### config.mk
export PLATFORM = sky130hd
export DESIGN_NAME = online_to_binary_flat
export DESIGN_NICKNAME = d
export VERILOG_FILES = /design/src/rtl/online_pkg.sv /design/src/rtl/online_to_binary_if.sv /design/src/rtl/online_to_binary_otf_step.sv /design/src/rtl/online_to_binary.sv /design/src/flat_wrapper.sv
export SDC_FILE = /design/constraint.sdc
export NUM_CORES = 1
export LEC_CHECK = 0
export CELL_PAD_IN_SITES_DETAIL_PLACEMENT = 1
export CELL_PAD_IN_SITES_GLOBAL_PLACEMENT = 2
export CORE_ASPECT_RATIO = 0.5
export CORE_MARGIN = 3
export CORE_UTILIZATION = 38
export DETAILED_ROUTE_END_ITERATION = 12
export PLACE_DENSITY_LB_ADDON = 0.1
export SETUP_SLACK_MARGIN = 0.4
export SLEW_MARGIN = 30
export SYNTH_ARGS = -nofsm -noshare
export SYNTH_HDL_FRONTEND = slang
export SYNTH_HIERARCHICAL = 1
export SYNTH_SLANG_ARGS = --single-unit
### constraint.sdc
create_clock -name clk -period 5.7 [get_ports clk]
set_clock_uncertainty 0.15 [all_clocks]
set_input_delay 1.14 -clock clk [delete_from_list [all_inputs] [get_ports clk]]
set_output_delay 1.14 -clock clk [all_outputs]
set_load 0.01 [all_outputs]
### src/rtl/online_pkg.sv
// Shared definitions for radix-2 on-line operators: borrow-save digit encodings
// and a decoder from (plus, minus) to the signed digit value.
`default_nettype none

package online_pkg;

  localparam logic [1:0] DIG_POS   = 2'b10;
  localparam logic [1:0] DIG_NEG   = 2'b01;
  localparam logic [1:0] DIG_ZERO0 = 2'b00;
  localparam logic [1:0] DIG_ZERO1 = 2'b11;

  function automatic logic signed [1:0] sd_value(input logic plus, input logic minus);
    logic signed [1:0] v;
    case ({plus, minus})
      DIG_POS: v = 2'sd1;
      DIG_NEG: v = -2'sd1;
      default: v = 2'sd0;
    endcase
    return v;
  endfunction

endpackage

`default_nettype wire

### src/rtl/online_to_binary_if.sv
// Digit-stream input and parallel-result output of the on-line to binary converter.
`default_nettype none

interface online_to_binary_if #(
  parameter int N = 8
);
  localparam int W = N + 1;

  logic         d_plus;
  logic         d_minus;
  logic         in_valid;
  logic         in_first;
  logic         in_ready;
  logic [W-1:0] result;
  logic         out_valid;
  logic         out_ready;

  modport master (
    output d_plus, d_minus, in_valid, in_first, out_ready,
    input  in_ready, result, out_valid
  );

  modport slave (
    input  d_plus, d_minus, in_valid, in_first, out_ready,
    output in_ready, result, out_valid
  );

endinterface

`default_nettype wire

### src/rtl/online_to_binary_otf_step.sv
// One on-the-fly conversion step: appends a signed digit to the Q/QM pair.
`default_nettype none

module otf_step
  import online_pkg::*;
#(
  parameter int W = 9
) (
  input  logic [W-1:0] q_i,
  input  logic [W-1:0] qm_i,
  input  logic         plus_i,
  input  logic         minus_i,
  output logic [W-1:0] q_o,
  output logic [W-1:0] qm_o
);

  logic [W-1:0] q_sh;
  logic [W-1:0] qm_sh;

  assign q_sh  = q_i << 1;
  assign qm_sh = qm_i << 1;

  // Q and QM both shift left; the digit selects which one feeds each and the new LSB.
  always_comb begin
    q_o  = q_sh;
    qm_o = qm_sh | W'(1);
    case (sd_value(plus_i, minus_i))
      2'sd1: begin
        q_o  = q_sh | W'(1);
        qm_o = q_sh;
      end
      -2'sd1: begin
        q_o  = qm_sh | W'(1);
        qm_o = qm_sh;
      end
      default: ;
    endcase
  end

endmodule

`default_nettype wire

### src/rtl/online_to_binary.sv
// Converts an MSB-first borrow-save digit frame of N digits into an (N+1)-bit
// two's-complement word, delivered through a valid/ready output register.
`default_nettype none

module online_to_binary #(
  parameter int N = 8
) (
  input  logic               clk,
  input  logic               rst_n,
  online_to_binary_if.slave  bus
);

  localparam int              W     = N + 1;
  localparam int              CNT_W = $clog2(N + 1);
  localparam logic [CNT_W-1:0] CNT_LAST = CNT_W'(N);
  localparam logic [CNT_W-1:0] CNT_PEN  = CNT_W'(N - 1);

  logic [W-1:0]     q_q, qm_q;
  logic [W-1:0]     q_d, qm_d;
  logic [W-1:0]     base_q, base_qm;
  logic [CNT_W-1:0] cnt_q, cnt_d;
  logic             active_q;
  logic [W-1:0]     result_q;
  logic             out_valid_q;
  logic             take;
  logic             done;

  assign bus.in_ready = !(active_q && (cnt_q == CNT_PEN) && !bus.in_first
                          && out_valid_q && !bus.out_ready);

  assign base_q  = bus.in_first ? '0 : q_q;
  assign base_qm = bus.in_first ? '1 : qm_q;

  otf_step #(.W(W)) u_step (
    .q_i     (base_q),
    .qm_i    (base_qm),
    .plus_i  (bus.d_plus),
    .minus_i (bus.d_minus),
    .q_o     (q_d),
    .qm_o    (qm_d)
  );

  // Orphan digits (no in_first while idle) are accepted but have no effect.
  assign take  = bus.in_valid && bus.in_ready && (bus.in_first || active_q);
  assign cnt_d = bus.in_first ? CNT_W'(1) : cnt_q + CNT_W'(1);
  assign done  = take && (cnt_d == CNT_LAST);

  always_ff @(posedge clk or negedge rst_n) begin
    if (!rst_n) begin
      q_q         <= '0;
      qm_q        <= '1;
      cnt_q       <= '0;
      active_q    <= 1'b0;
      result_q    <= '0;
      out_valid_q <= 1'b0;
    end else begin
      if (done) begin
        result_q <= q_d;
        q_q      <= '0;
        qm_q     <= '1;
        cnt_q    <= '0;
        active_q <= 1'b0;
      end else if (take) begin
        q_q      <= q_d;
        qm_q     <= qm_d;
        cnt_q    <= cnt_d;
        active_q <= 1'b1;
      end

      if (done) begin
        out_valid_q <= 1'b1;
      end else if (out_valid_q && bus.out_ready) begin
        out_valid_q <= 1'b0;
      end
    end
  end

  assign bus.result    = result_q;
  assign bus.out_valid = out_valid_q;

endmodule

`default_nettype wire

### src/flat_wrapper.sv
// flat-port wrapper written by rule: the top's interface ports become plain ports
module online_to_binary_flat 
#(
  parameter int N = 8
)
  (clk, rst_n, bus_d_plus, bus_d_minus, bus_in_valid, bus_in_first, bus_out_ready, bus_in_ready, bus_result, bus_out_valid);
  online_to_binary_if #(.N(N)) bus_i ();
  input  logic clk;
  input  logic rst_n;
  input wire logic [$bits(bus_i.d_plus)-1:0] bus_d_plus;
  input wire logic [$bits(bus_i.d_minus)-1:0] bus_d_minus;
  input wire logic [$bits(bus_i.in_valid)-1:0] bus_in_valid;
  input wire logic [$bits(bus_i.in_first)-1:0] bus_in_first;
  input wire logic [$bits(bus_i.out_ready)-1:0] bus_out_ready;
  output wire logic [$bits(bus_i.in_ready)-1:0] bus_in_ready;
  output wire logic [$bits(bus_i.result)-1:0] bus_result;
  output wire logic [$bits(bus_i.out_valid)-1:0] bus_out_valid;
  assign bus_i.d_plus = bus_d_plus;
  assign bus_i.d_minus = bus_d_minus;
  assign bus_i.in_valid = bus_in_valid;
  assign bus_i.in_first = bus_in_first;
  assign bus_i.out_ready = bus_out_ready;
  assign bus_in_ready = bus_i.in_ready;
  assign bus_result = bus_i.result;
  assign bus_out_valid = bus_i.out_valid;
  online_to_binary #(.N(N)) u_core (.clk(clk), .rst_n(rst_n), .bus(bus_i));
endmodule
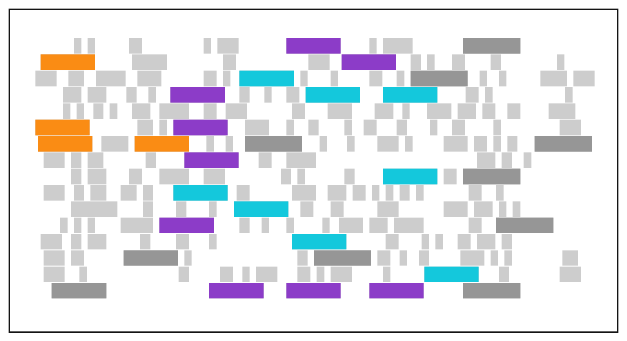
(run_1/flops_by_reg.png)
(6 px per um) Other sequential cells in the stronger gray, the rest of the logic in the fainter gray.
legend:
  purple:
    netlist_name: u_core/bus.result
    sequential_cells: 9
  orange:
    netlist_name: u_core/cnt_q
    sequential_cells: 4
    where: west
  cyan:
    netlist_name: u_core/q_q
    sequential_cells: 8
not colored: 10

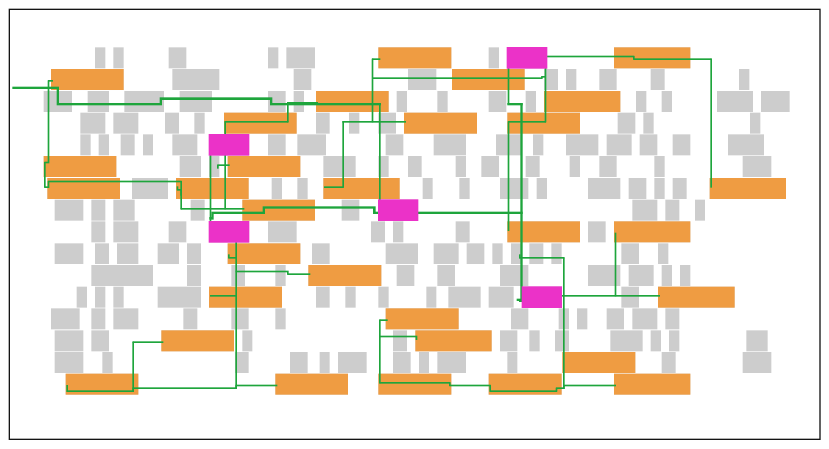
(run_1/clk_routes.png)
(8 px per um)
legend:
  magenta:
    item: clock drivers
    count: 5
  green:
    item: clock wires
    length: 492 um
  orange:
    item: flip-flops
    count: 31
flops lie: all over the die
routed clock nets: 6

==> run summary, run 1 <==
The full implementation flow was run.

The met1 wire length stands at 2133 um. The worst hold path terminates at u_core/q_q[3]. Port buffering added 17 buffers. The number of antenna violations at the first check in global routing stands at 0. The report lists the number of cells resized after CTS as 0. The largest single stage delay on the critical path is 0.48 ns. The slew at the pin closest to its max-slew limit stands at 0.8434 ns. The cell area after layout stands at 0.001984 sq mm. The met2 global-route usage stands at 29.11%. Per the layout area report, the combinational gate area comes to 797.0 sq um.

The number of global-route vias before repair came to 1468. The layout has 14 inverters outside the clock class. Ranking logic cells in the layout by count gives the top entries nand2_1, dfrtp_1, nor2_1. OpenSTA lists the critical path endpoint as bus_in_ready. Looking at the clock tree report, the H-tree level count equals 2. For this run, global-route usage on met1 was measured as 23.84%. The power after layout stands at 637.4 uW. The routed design shows a wire length per standard cell of 16.51 um. The number of remaining DRC errors stands at 0. The logic depth of the worst register-to-register path stands at 5. The finished layout reports a core utilization of 48.12%. The total leakage power stands at 0.0008866 uW.

The share of cell area taken by multi-input logic gates stands at 40.16%. The deepest clock path buffer count stands at 2. The final number of hold-violating endpoints stands at 0. The cell family contributing the most delay on the critical path is buffers and inverters. The global route total overflow stands at 0.

The remaining antenna violation count stands at 0. The pin count of the biggest net entering global routing stands at 32. The portion of the clock cycle consumed by the worst path in the final layout stands at 70.04%. The post-synthesis cell area stands at 0.001720 sq mm. In the final layout, flip-flops and latches occupy 785.8 sq um. The chip area stands at 0.005420 sq mm. Per the detail_route log, met3 wirelength is 147 um. Setup repair after global routing left no endpoint under its margin.

The run finished with clean final reports. The number of flip-flops and latches stands at 31. The critical path's slowest stage uses the library cell clkdlybuf4s50_1. The most critical min-delay path falls under reg2reg.

The overall routed net length stands at 4209 um. The final timing report lists a max-slew violation count of 0. The core area stands at 0.004124 sq mm.

The clock network area share stands at 4.098%. The switching part of the total stands at 30.17%. Across all layers, the routed design uses 1354 vias. After detailed placement, the total cell area comes to 0.001888 sq mm.

From bottom edge to top edge, the die measures 53.58 um. Counting stages on the worst path, the most repeated cell is clkdlybuf4s50_1. STA classifies the critical path endpoint as an output pin. The setup check on the worst reg-to-reg path leaves a slack of 3.38 ns. The count of mapped cells out of synthesis stands at 186.

The number of nets in the synthesized netlist is 196. Hold is met by 0.3227 ns. Including well taps, the total number of placed cells is 246. Global route summary, busiest routing layer listed as met2.

After synthesis, the mean cell area works out to 9.249 sq um. The register with the most flip-flops in the layout has 9 of them. By area, multi-input combinational cells come first. The layout clock buffer count stands at 7. The clock transition at the register clock pins on the worst setup and hold paths after CTS stands at 0.07 ns. The data required time at the worst endpoint stands at 4.41 ns. The global routing usage summed across all routing layers stands at 17.92%.

The biggest slice of the total power is consumed by sequential cells. The chip width stands at 101.2 um. The portion of total power attributed to the clock network stands at 26.4%.

Together, buffers and inverters on the worst path number 2. The tightest slew margin relative to the limit stands at 43.77%. Per the detail_route log, met2 wirelength is 1904 um. The cell depth of the worst min-delay path stands at 2. For this configuration, the core starts out at a cell density of 41.72%.

Dividing the detail-routed via count by the number of cells gives 5.310. The total of endpoints with negative setup slack in the final report stands at 0. The maximum clock rate stands at 250.5 MHz. The site row count stands at 16. Per the final report, the share of cell area in non-clock buffers is 10.09%. The boundary pin count stands at 18. The hold buffer count at cts stands at 0. The critical path is of the in2out type. The most critical setup path has its startpoint at bus_out_ready.
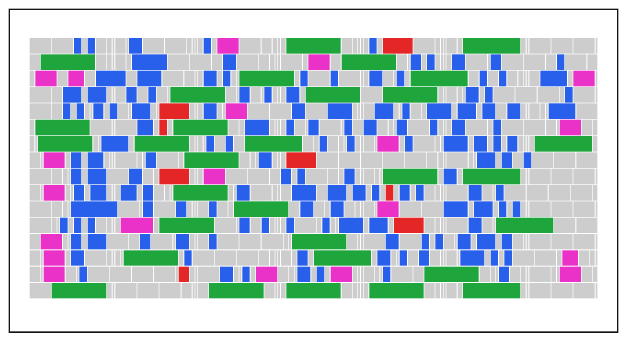
(run_1/placement_by_type.png)
(6 px per um) Fill, decap, tap and diode cells in gray.
legend:
  red:
    class: clock drivers and dummy loads
    cells: 8
  magenta:
    class: other buffers and delay cells
    cells: 20
  green:
    class: flops
    cells: 31
  blue:
    class: combinational and other logic
    cells: 142

==> run 1 -> run 2 <==
- CORE_UTILIZATION: 38 -> 32
- clock period: 5.7 -> 3.62 ns (I/O delays scaled with it)
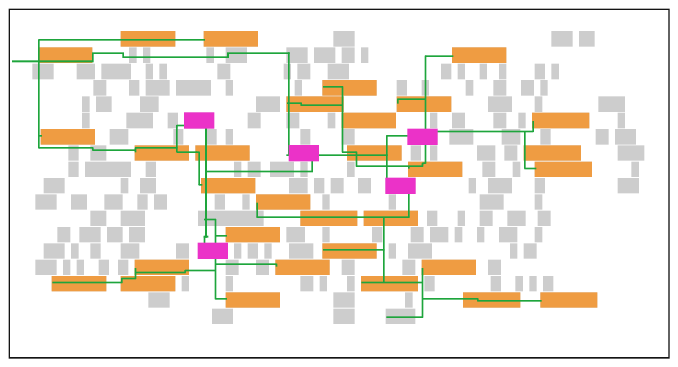
(run_2/clk_routes.png)
(6 px per um)
legend:
  green:
    item: clock wires
    length: 481 um
  orange:
    item: flip-flops
    count: 31
  magenta:
    item: clock drivers
    count: 5
flops lie: all over the die
routed clock nets: 6

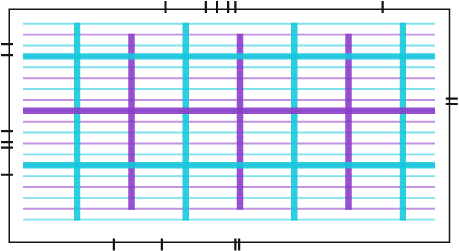
(run_2/power_grid.png)
(4 px per um) Pins as bars on the die edge.
legend:
  purple:
    net: VDD
  cyan:
    net: VSS
met4 straps: 7
signal pins: 18

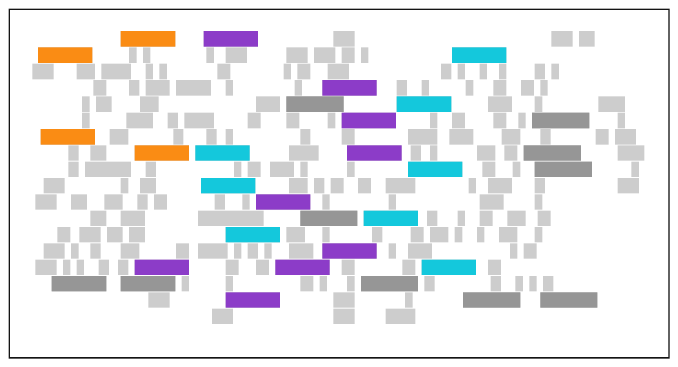
(run_2/flops_by_reg.png)
(6 px per um) Other sequential cells in the stronger gray, the rest of the logic in the fainter gray.
legend:
  purple:
    netlist_name: u_core/bus.result
    sequential_cells: 9
  cyan:
    netlist_name: u_core/q_q
    sequential_cells: 8
  orange:
    netlist_name: u_core/cnt_q
    sequential_cells: 4
    where: north-west

==> run 2 against run 1 <==
Against the previous run:
- clock power grew 110%
- count of clock-buffer cells in the layout shrank 1
- via count grew 0.44%
- total power grew 72%
- worst hold slack gained 0.0016 ns
- critical path type unchanged
- largest cell class unchanged
- highest routed layer unchanged
==> run summary, run 2 <==
The full implementation flow was run.

TritonCTS built the clock tree. The sum of met3 wire segment lengths after detailed routing stands at 159 um (+8.2%). Ranked by total area, the top cell class in this layout is multi-input combinational cells. The vertical extent of the die stands at 57.85 um (+8.0%). Setup repair after global routing left no endpoint under its margin.

The number of ordinary inverters in the final layout stands at 14 (unchanged). Per STA, the library cell used most along the worst path is clkdlybuf4s50_1. The number of global-route vias before repair stands at 1384 (-5.7%). The fraction of met1 tracks used by global routing is 22.37% (-1.5 points). The boundary pin count was 18 (unchanged). The global routing usage summed across all routing layers came to 15.18% (-2.7 points). The layout clock buffer count stands at 6 (-1). The synthesized area divided by synthesized cell count stands at 9.249 sq um (unchanged).

The slew at the pin closest to its max-slew limit was 0.8076 ns (-0.03578 ns). The count of mapped cells out of synthesis is 186 (unchanged). The share of cell area taken by multi-input logic gates is 38.99% (-1.2 points). The clock transition at the register clock pins on the worst setup and hold paths after CTS stands at 0.07 ns (about the same). STA classifies the critical path endpoint as an output pin. The timing report attributes the biggest portion of critical-path delay to buffers and inverters. The fraction of the core area covered by cells at the end of the flow stands at 40.77% (-7.3 points).

The total of endpoints with negative setup slack in the final report came to 0 (unchanged). For reference, the critical path is captured by bus_in_ready. The number of flip-flops and latches stands at 31 (unchanged).

The number of antenna violations at the first check in global routing was 0 (unchanged). The biggest slice of the total power is consumed by sequential cells. Leaving out fill and tap cells, the most frequent cells in the layout are nand2_1, dfrtp_1, nor2_1. The count of vias placed by the detailed router came to 1360 (+0.44%).

The maximum clock rate stands at 320.0 MHz. Hold analysis lists the worst path endpoint as u_core/q_q[7]. The final-layout worst hold slack stands at 0.3243 ns (+0.001617 ns).

The logic depth of the worst register-to-register path stands at 5 (unchanged). The logs give a warning total of 27. The overall routed net length stands at 4322 um (+2.7%). The clock network area share stands at 5.718% (+1.6 points). The pin count of the biggest net entering global routing was 32 (unchanged).

The count of buffers inserted at the top-level ports came to 17 (unchanged). The met1 wire length stands at 2262 um (+6.0%). The post-synthesis cell area stands at 0.001720 sq mm (unchanged).

Looking at the setup timing report, the critical path kind is in2out. The chip area is 0.006345 sq mm (+17%). The hold buffer count at cts stands at 0 (unchanged). For the sequential group, total power comes out at 468 uW. The number of flip-flops under the largest register name stands at 9 (unchanged). The total leakage power stands at 0.0009156 uW (+3.3%). The portion of total power attributed to the clock network stands at 32.6% (+6.2 points). The core area is 0.005045 sq mm (+22%). The cell depth of the worst min-delay path stands at 2 (unchanged).

The remaining antenna violation count was 0 (unchanged). In this run the most used layer during global routing was met1. The routed wire length per instance was 15.83 um (-4.1%). The cell area reported after detailed placement stands at 0.001916 sq mm (+1.5%). The logic area is 802.0 sq um (+0.63%). The via count normalized by instance count stands at 4.982 (-6.2%).

The deepest clock path buffer count came to 2 (unchanged). The final number of hold-violating endpoints stands at 0 (unchanged). The count of buffer and inverter cells on the critical path stands at 2 (unchanged). The site row count is 18 (+2).

The power after layout was 1094 uW (+72%). The number of remaining DRC errors stands at 0 (unchanged). The chip width came to 109.7 um (+8.4%). The maximum single-stage delay on the critical path was 0.48 ns (about the same). The data required time at the worst endpoint stands at 2.75 ns (-1.66 ns). The most critical setup path has its startpoint at bus_out_ready. The total count of max-transition violations in the final report was 0 (unchanged). The cell count after placement stands at 263 (+6.9%). The portion of the clock cycle consumed by the worst path in the final layout stands at 86.34%. The fraction of area in non-clock buffers stands at 10.28% (+0.19 points). The total area of sequential cells came to 785.8 sq um (unchanged).

The quantity of gates resized following cts stands at 0 (unchanged). The switching part of the total stands at 27.89% (-2.3 points). The run finished with clean final reports.

The net count entering floorplan stands at 196 (unchanged).
==> run 2 -> run 3 <==
- CAP_MARGIN: not set -> 20
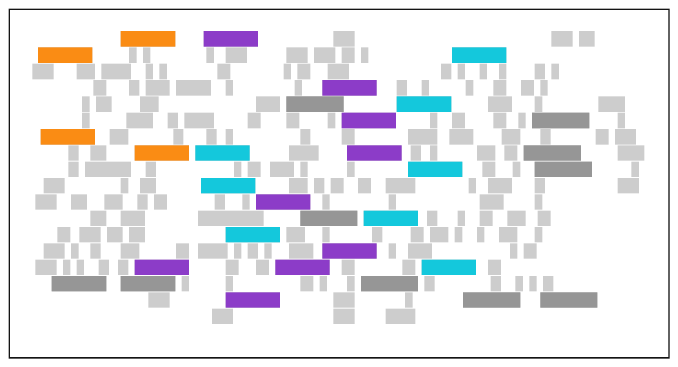
(run_3/flops_by_reg.png)
(6 px per um) Other sequential cells in the stronger gray, the rest of the logic in the fainter gray.
legend:
  purple:
    netlist_name: u_core/bus.result
    sequential_cells: 9
  orange:
    netlist_name: u_core/cnt_q
    sequential_cells: 4
    where: north-west
  cyan:
    netlist_name: u_core/q_q
    sequential_cells: 8

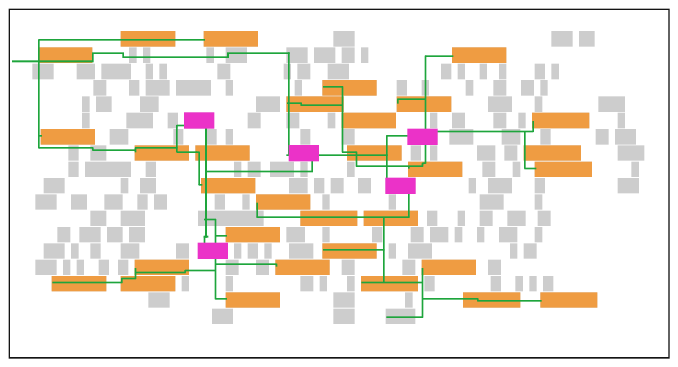
(run_3/clk_routes.png)
(6 px per um)
legend:
  orange:
    item: flip-flops
    count: 31
  green:
    item: clock wires
    length: 481 um
  magenta:
    item: clock drivers
    count: 5
routed clock nets: 6

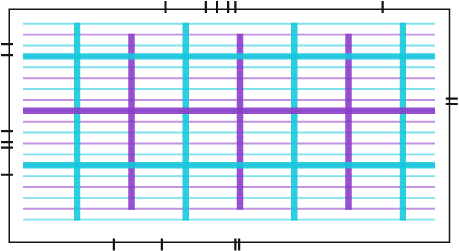
(run_3/power_grid.png)
(4 px per um) Pins as bars on the die edge.
legend:
  purple:
    net: VDD
  cyan:
    net: VSS
met4 straps: 7
met5 straps: 3

==> run 3 against run 2 <==
Against the previous run:
- critical path depth unchanged
- non-clock buffer count unchanged
- fmax unchanged
- sequential share of layout area unchanged
- utilization unchanged
- combinational power about the same
- worst setup slack unchanged
- worst hold slack unchanged
- critical path type unchanged
- largest cell class unchanged
- largest power group unchanged
==> run summary, run 3 <==
The full implementation flow was run.

The cell that appears most often on the critical path is clkdlybuf4s50_1. The maximum clock rate came to 320.0 MHz (unchanged). The most common logic cells in the final layout are nand2_1, dfrtp_1, nor2_1.

The power dissipated in sequential cells came to 468 uW (about the same). The global routing usage summed across all routing layers stands at 15.18% (unchanged). The final number of hold-violating endpoints stands at 0 (unchanged). The site row count stands at 18 (unchanged). The switching part of the total stands at 27.89% (unchanged). The layout clock buffer count is 6 (unchanged). The clock transition at the register clock pins on the worst setup and hold paths after CTS stands at 0.07 ns (about the same). The hold buffer count at cts stands at 0 (unchanged). Ranked by power, first place goes to sequential cells. By area, the class that comes first in the final layout consists of multi-input combinational cells.

STA classifies the critical path endpoint as an output pin. The number of global-route vias before repair is 1384 (unchanged). The path with the worst hold slack has its endpoint at u_core/q_q[7]. The synthesized area divided by synthesized cell count stands at 9.249 sq um (unchanged). The clock network area share stands at 5.718% (unchanged). The core area stands at 0.005045 sq mm (unchanged). Broken down by cell family, the worst path's largest delay share belongs to buffers and inverters. The logic area is 802.0 sq um (unchanged).

The maximum single-stage delay on the critical path came to 0.48 ns (about the same). The chip area came to 0.006345 sq mm (unchanged). The portion of total power attributed to the clock network stands at 32.6% (about the same). The fraction of the core area covered by cells at the end of the flow came to 40.77% (unchanged). The fraction of area in non-clock buffers stands at 10.28% (unchanged).

The run finished with clean final reports. The number of antenna violations at the first check in global routing came to 0 (unchanged). The share of cell area taken by multi-input logic gates came to 38.99% (unchanged).

The portion of the clock cycle consumed by the worst path in the final layout stands at 86.34% (unchanged). The post-synthesis cell area stands at 0.001720 sq mm (unchanged). The sum of met3 wire segment lengths after detailed routing came to 159 um (unchanged).

The count of mapped cells out of synthesis stands at 186 (unchanged). Looking at the setup timing report, the critical path kind is in2out. The total count of max-transition violations in the final report stands at 0 (unchanged).

The count of buffers inserted at the top-level ports came to 17 (unchanged). The cell depth of the worst min-delay path stands at 2 (unchanged). The final-layout worst hold slack is 0.3243 ns (unchanged).

The slew at the pin closest to its max-slew limit is 0.8076 ns (unchanged).
No activity file was given, so power comes from the tool's default toggle rates.
